[src/rtl/axis_pkg.sv]
// Shared definitions for the classifier stream wrapper and its image source.
// Holds the clogb2 sizing helper, the one-hot FSM state encoding and the
// default width/depth constants.
package axis_pkg;

  localparam int unsigned DefDataWidth          = 32;
  localparam int unsigned DefOutWidth           = 4;
  localparam int unsigned DefNumberOfInputWords = 32;

  // One-hot encoding, same style as the wrapper FSM.
  typedef enum logic [3:0] {
    StIdle       = 4'b0001,
    StSend       = 4'b0010,
    StWaitResult = 4'b0100,
    StDone       = 4'b1000
  } state_e;

  // Number of bits needed to represent the value depth (0 for depth 0).
  function automatic int unsigned clogb2(input int unsigned depth);
    int unsigned d;
    int unsigned r;
    d = depth;
    r = 0;
    while (d > 0) begin
      r++;
      d = d >> 1;
    end
    return r;
  endfunction

endpackage

[src/rtl/axis_frame_buf.sv]
// Frame buffer for the image source: register array with one synchronous write
// port and one combinational indexed read port.
// Ports:
//   clk_i     - clock
//   wr_en_i   - write strobe, ignored while busy_i is high
//   wr_addr_i - write address
//   wr_data_i - write data
//   busy_i    - frame in flight; blocks writes so a frame cannot change mid-send
//   rd_addr_i - read address
//   rd_data_o - read data (0 for out-of-range addresses)
module axis_frame_buf #(
  parameter int unsigned DATA_WIDTH            = 32,
  parameter int unsigned NUMBER_OF_INPUT_WORDS = 32,
  parameter int unsigned AW                    = 5
) (
  input  logic                  clk_i,
  input  logic                  wr_en_i,
  input  logic [AW-1:0]         wr_addr_i,
  input  logic [DATA_WIDTH-1:0] wr_data_i,
  input  logic                  busy_i,
  input  logic [AW-1:0]         rd_addr_i,
  output logic [DATA_WIDTH-1:0] rd_data_o
);

  // Contents are deliberately not reset.
  logic [DATA_WIDTH-1:0] mem_q [NUMBER_OF_INPUT_WORDS];

  always_ff @(posedge clk_i) begin
    if (wr_en_i && !busy_i && (32'(wr_addr_i) < NUMBER_OF_INPUT_WORDS)) begin
      mem_q[wr_addr_i] <= wr_data_i;
    end
  end

  assign rd_data_o = (32'(rd_addr_i) < NUMBER_OF_INPUT_WORDS) ? mem_q[rd_addr_i] : '0;

endmodule

[src/rtl/axis_img_source.sv]
// AXI4-Stream image source. A preloaded frame is streamed on the master port
// with tlast on the final word; the single result beat is then taken from the
// slave port and latched, or a timeout error is pulsed.
// Ports:
//   axi_clk, axi_reset_n              - clock, async active-low reset
//   mem_wr_en/addr/data               - frame buffer write port (blocked while busy)
//   start, frame_len                  - send request and length (0 or >N means N)
//   busy                              - high outside IDLE
//   m_axis_valid/data/last/ready      - image stream out
//   s_axis_valid/data/last/ready      - result stream in
//   result, done, timeout_err         - captured result, done pulse, timeout pulse
module axis_img_source
  import axis_pkg::*;
#(
  parameter int unsigned DATA_WIDTH            = DefDataWidth,
  parameter int unsigned OUT_WIDTH             = DefOutWidth,
  parameter int unsigned NUMBER_OF_INPUT_WORDS = DefNumberOfInputWords,
  parameter int unsigned TIMEOUT_CYCLES        = 1024,
  localparam int unsigned AW = clogb2(NUMBER_OF_INPUT_WORDS - 1),
  localparam int unsigned LW = AW + 1
) (
  input  logic                  axi_clk,
  input  logic                  axi_reset_n,
  input  logic                  mem_wr_en,
  input  logic [AW-1:0]         mem_wr_addr,
  input  logic [DATA_WIDTH-1:0] mem_wr_data,
  input  logic                  start,
  input  logic [LW-1:0]         frame_len,
  output logic                  busy,
  output logic                  m_axis_valid,
  output logic [DATA_WIDTH-1:0] m_axis_data,
  output logic                  m_axis_last,
  input  logic                  m_axis_ready,
  input  logic                  s_axis_valid,
  input  logic [OUT_WIDTH-1:0]  s_axis_data,
  input  logic                  s_axis_last,
  output logic                  s_axis_ready,
  output logic [OUT_WIDTH-1:0]  result,
  output logic                  done,
  output logic                  timeout_err
);

  localparam int unsigned TW = clogb2(TIMEOUT_CYCLES - 1);

  state_e                state_q, state_d;
  logic [AW-1:0]         rd_ptr_q, rd_ptr_d;
  logic [LW-1:0]         len_q, len_d;
  logic [DATA_WIDTH-1:0] data_q, data_d;
  logic                  valid_q, valid_d;
  logic                  last_q, last_d;
  logic [TW-1:0]         tmo_q, tmo_d;
  logic [OUT_WIDTH-1:0]  result_q, result_d;
  logic                  tmo_err_q, tmo_err_d;

  logic [AW-1:0]         rd_addr;
  logic [DATA_WIDTH-1:0] rd_data;

  // The result stream carries a single beat, so its tlast carries no information.
  logic unused_s_last;
  assign unused_s_last = s_axis_last;

  assign busy = (state_q != StIdle);

  // In IDLE word 0 is prefetched; in SEND the word after the current one.
  assign rd_addr = (state_q == StSend) ? rd_ptr_q + AW'(1) : '0;

  axis_frame_buf #(
    .DATA_WIDTH            (DATA_WIDTH),
    .NUMBER_OF_INPUT_WORDS (NUMBER_OF_INPUT_WORDS),
    .AW                    (AW)
  ) u_frame_buf (
    .clk_i     (axi_clk),
    .wr_en_i   (mem_wr_en),
    .wr_addr_i (mem_wr_addr),
    .wr_data_i (mem_wr_data),
    .busy_i    (busy),
    .rd_addr_i (rd_addr),
    .rd_data_o (rd_data)
  );

  always_comb begin
    state_d   = state_q;
    rd_ptr_d  = rd_ptr_q;
    len_d     = len_q;
    data_d    = data_q;
    valid_d   = valid_q;
    last_d    = last_q;
    tmo_d     = tmo_q;
    result_d  = result_q;
    tmo_err_d = 1'b0;
    unique case (state_q)
      StIdle: begin
        if (start) begin
          len_d = (frame_len == '0 || frame_len > LW'(NUMBER_OF_INPUT_WORDS)) ?
                  LW'(NUMBER_OF_INPUT_WORDS) : frame_len;
          data_d   = rd_data;
          valid_d  = 1'b1;
          last_d   = (len_d == LW'(1));
          rd_ptr_d = '0;
          state_d  = StSend;
        end
      end
      StSend: begin
        if (valid_q && m_axis_ready) begin
          if ({1'b0, rd_ptr_q} < len_q - LW'(1)) begin
            rd_ptr_d = rd_ptr_q + AW'(1);
            data_d   = rd_data;
            last_d   = ({1'b0, rd_ptr_q} + LW'(1) == len_q - LW'(1));
          end else begin
            valid_d  = 1'b0;
            last_d   = 1'b0;
            data_d   = '0;
            rd_ptr_d = '0;
            tmo_d    = '0;
            state_d  = StWaitResult;
          end
        end
      end
      StWaitResult: begin
        // A result on the timeout cycle takes priority over the error.
        if (s_axis_valid) begin
          result_d = s_axis_data;
          tmo_d    = '0;
          state_d  = StDone;
        end else if (tmo_q == TW'(TIMEOUT_CYCLES - 1)) begin
          tmo_err_d = 1'b1;
          tmo_d     = '0;
          state_d   = StIdle;
        end else begin
          tmo_d = tmo_q + TW'(1);
        end
      end
      StDone: begin
        state_d = StIdle;
      end
      default: begin
        state_d = StIdle;
      end
    endcase
  end

  always_ff @(posedge axi_clk or negedge axi_reset_n) begin
    if (!axi_reset_n) begin
      state_q   <= StIdle;
      rd_ptr_q  <= '0;
      len_q     <= '0;
      data_q    <= '0;
      valid_q   <= 1'b0;
      last_q    <= 1'b0;
      tmo_q     <= '0;
      result_q  <= '0;
      tmo_err_q <= 1'b0;
    end else begin
      state_q   <= state_d;
      rd_ptr_q  <= rd_ptr_d;
      len_q     <= len_d;
      data_q    <= data_d;
      valid_q   <= valid_d;
      last_q    <= last_d;
      tmo_q     <= tmo_d;
      result_q  <= result_d;
      tmo_err_q <= tmo_err_d;
    end
  end

  assign m_axis_valid = valid_q;
  assign m_axis_data  = data_q;
  assign m_axis_last  = last_q;
  assign s_axis_ready = (state_q == StWaitResult);
  assign result       = result_q;
  assign done         = (state_q == StDone);
  assign timeout_err  = tmo_err_q;

endmodule

[config.mk]
export PLATFORM = sky130hd
export DESIGN_NAME = axis_img_source
export DESIGN_NICKNAME = d
export VERILOG_FILES = /design/src/rtl/axis_pkg.sv /design/src/rtl/axis_frame_buf.sv /design/src/rtl/axis_img_source.sv
export SDC_FILE = /design/constraint.sdc
export NUM_CORES = 1
export LEC_CHECK = 0
export CORE_UTILIZATION = 58
export CTS_BUF_LIST = sky130_fd_sc_hd__clkbuf_4
export CTS_CLUSTER_SIZE = 16
export DETAILED_ROUTE_END_ITERATION = 10
export PLACE_DENSITY = 0.81
export SYNTH_ARGS = -nofsm -noshare
export SYNTH_HDL_FRONTEND = slang
export SYNTH_SLANG_ARGS = --single-unit
[constraint.sdc]
create_clock -name axi_clk -period 3 [get_ports axi_clk]
set_input_delay 0.3 -clock axi_clk [delete_from_list [all_inputs] [get_ports axi_clk]]
set_output_delay 0.3 -clock axi_clk [all_outputs]
set_load 0.005 [all_outputs]
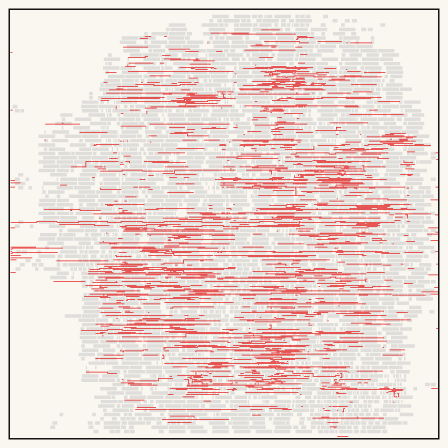
(metal 3)
wire length on this layer: 13,800 um
main direction: horizontal
nets with wire on the layer: 474
longest straight run: 113 um
DRT Wirelength: 108,000 um
via total after detailed routing: 25,776

==> flow_summary.json <==
{
  "internal_power_uw": 26200,
  "max_freq_ghz": 0.338,
  "antenna_left": 0,
  "ioPinCount": 96,
  "portBuffers": 94,
  "r2r_cells": 9,
  "tritoncts": "done",
  "ys_types": 65,
  "dpl_cell_area_sq_um": 45900,
  "status": "complete, no violations",
  "setup_viol": 0,
  "cp_data_arrival_time_ns": 3.98,
  "drt_iter0_drc": 3350,
  "grt_pass1_wl_um": 160000,
  "synth_warnings": 0,
  "std_cell_rows": 98,
  "async_flop_share_pct": 5.88,
  "layout.area.comb_sq_um": 9690,
  "clk_pin_slew_ns": 0.08,
  "ir_worst_vdd_v": 0.000556,
  "grt_use_met3_pct": 7.99,
  "syn_nets": 2453,
  "met2_usage_pct": 47.2,
  "combPwrFrac_pct": 19.4,
  "antenna_found_initial": 3,
  "mappedNetlistArea_sq_um": 42300,
  "clockRootBuffer": "clkbuf_4",
  "fin_area_sq_um": 49800
}
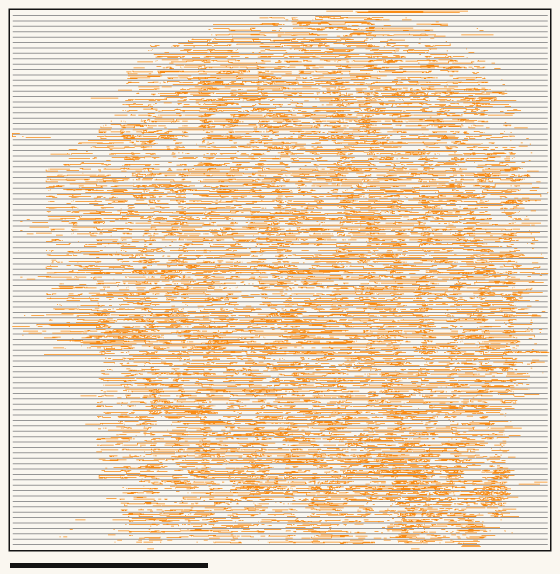
(signal wires on met1)
The bar under the picture is 100 um long. Supply wires on this layer in gray.
nets with wire on the layer: 2,791
wire length on this layer: 37.9 mm
main direction: horizontal

## synth_stat cells (25+ instances only)
| cell type | n | area share (%) |
|---|---|---|
| o22ai_1 | 32 | 0.47 |
| buf_2 | 38 | 0.45 |
| edfxtp_1 | 1024 | 73 |
| dfrtp_1 | 63 | 3.7 |
| nand2_1 | 247 | 2.2 |
| o21ai_0 | 85 | 1.0 |
| a221o_1 | 25 | 0.59 |
| a21oi_1 | 38 | 0.45 |
| o211ai_1 | 32 | 0.57 |
| mux2i_1 | 32 | 0.76 |
| clkbuf_1 | 84 | 0.75 |
| a211oi_1 | 52 | 0.92 |
| nor2_1 | 180 | 1.6 |
| a31oi_1 | 85 | 1.3 |
| mux4_2 | 151 | 8.0 |
## cells by family (layout without fill, tap and decap cells)
family | after synthesis | in the layout | synth area share [%]
flip-flops | 1088 | 1088 | 76.5
AND/OR/NAND/NOR | 507 | 507 | 5.10
AND-OR/OR-AND | 439 | 439 | 7.44
multiplexers | 187 | 187 | 8.90
buffers and inverters | 149 | 776 | 1.57
XOR/XNOR | 13 | 13 | 0.287
adder cells (fa/ha/maj) | 8 | 8 | 0.237
other | 0 | 1 | 0
## area by class of cell
type | instances | share of cell area [%]
Clock inverter | 55 | 0.533
Tap cell | 950 | 2.39
Multi-Input combinational cell | 1154 | 19.5
Sequential cell | 1088 | 65.0
Inverter | 8 | 0.0603
Timing Repair Buffer | 324 | 6.70
Clock buffer | 389 | 5.87
Antenna cell | 1 | 0.00503
## state kept, by name (all words and copies together), names as in the netlist
signal / count
m_axis_last: 1
timeout_err: 1
u_frame_buf.mem_q: 1024
state_q: 4
m_axis_data: 32
rd_ptr_q: 5
len_q: 6
tmo_q: 10
m_axis_valid: 1
result: 4
## worst max-delay path, stage by stage, from the launching register on
cell	delay, ns
dfrtp_4	0.50
ha_1	0.32
xor2_4	0.22
buf_12	0.22
buf_12	0.31
mux4_2	0.28
nor2_1	0.05
nor4_1	0.54
a211oi_1	0.14
a211oi_1	0.26
## power groups by stage
stage	registers, uW	logic (uW)	clock network, uW
after floorplan	17600	3970	0
after global placement	17700	6430	0
after detailed placement	17700	6670	0
after CTS	17400	6820	11800
after global routing	17500	7400	12600
final	17400	7030	11700
## per-stage QoR
stage | power (uW) | hold slack, ns
after detailed placement | 24400 | 0.482
after floorplan | 21600 | 0.00441
after global placement | 24100 | 0.474
after global routing | 37400 | 0.277
final | 36100 | 0.313
after CTS | 36100 | 0.226
## routing by layer
| metal | part of all wire, % | wire, um | vias to the layer above |
|---|---|---|---|
| li1 | - | - | 10673 |
| met2 | 49 | 52800 | 2038 |
| met1 | 35 | 37900 | 12761 |
| met5 | 0 | 0 | - |
| met3 | 13 | 13800 | 304 |
| met4 | 3.6 | 3960 | 0 |
## repair_timing
item | CTS | global route
hold endpoints to repair | 690 | 0
hold buffers | 51 | 0
pin swaps | 1 | 2
endpoints found under the setup margin | 4 | 117
setup buffers | 4 | 6
resized | 2 | 9
Power figures rest on the tool's default switching activity, not on a simulated workload.
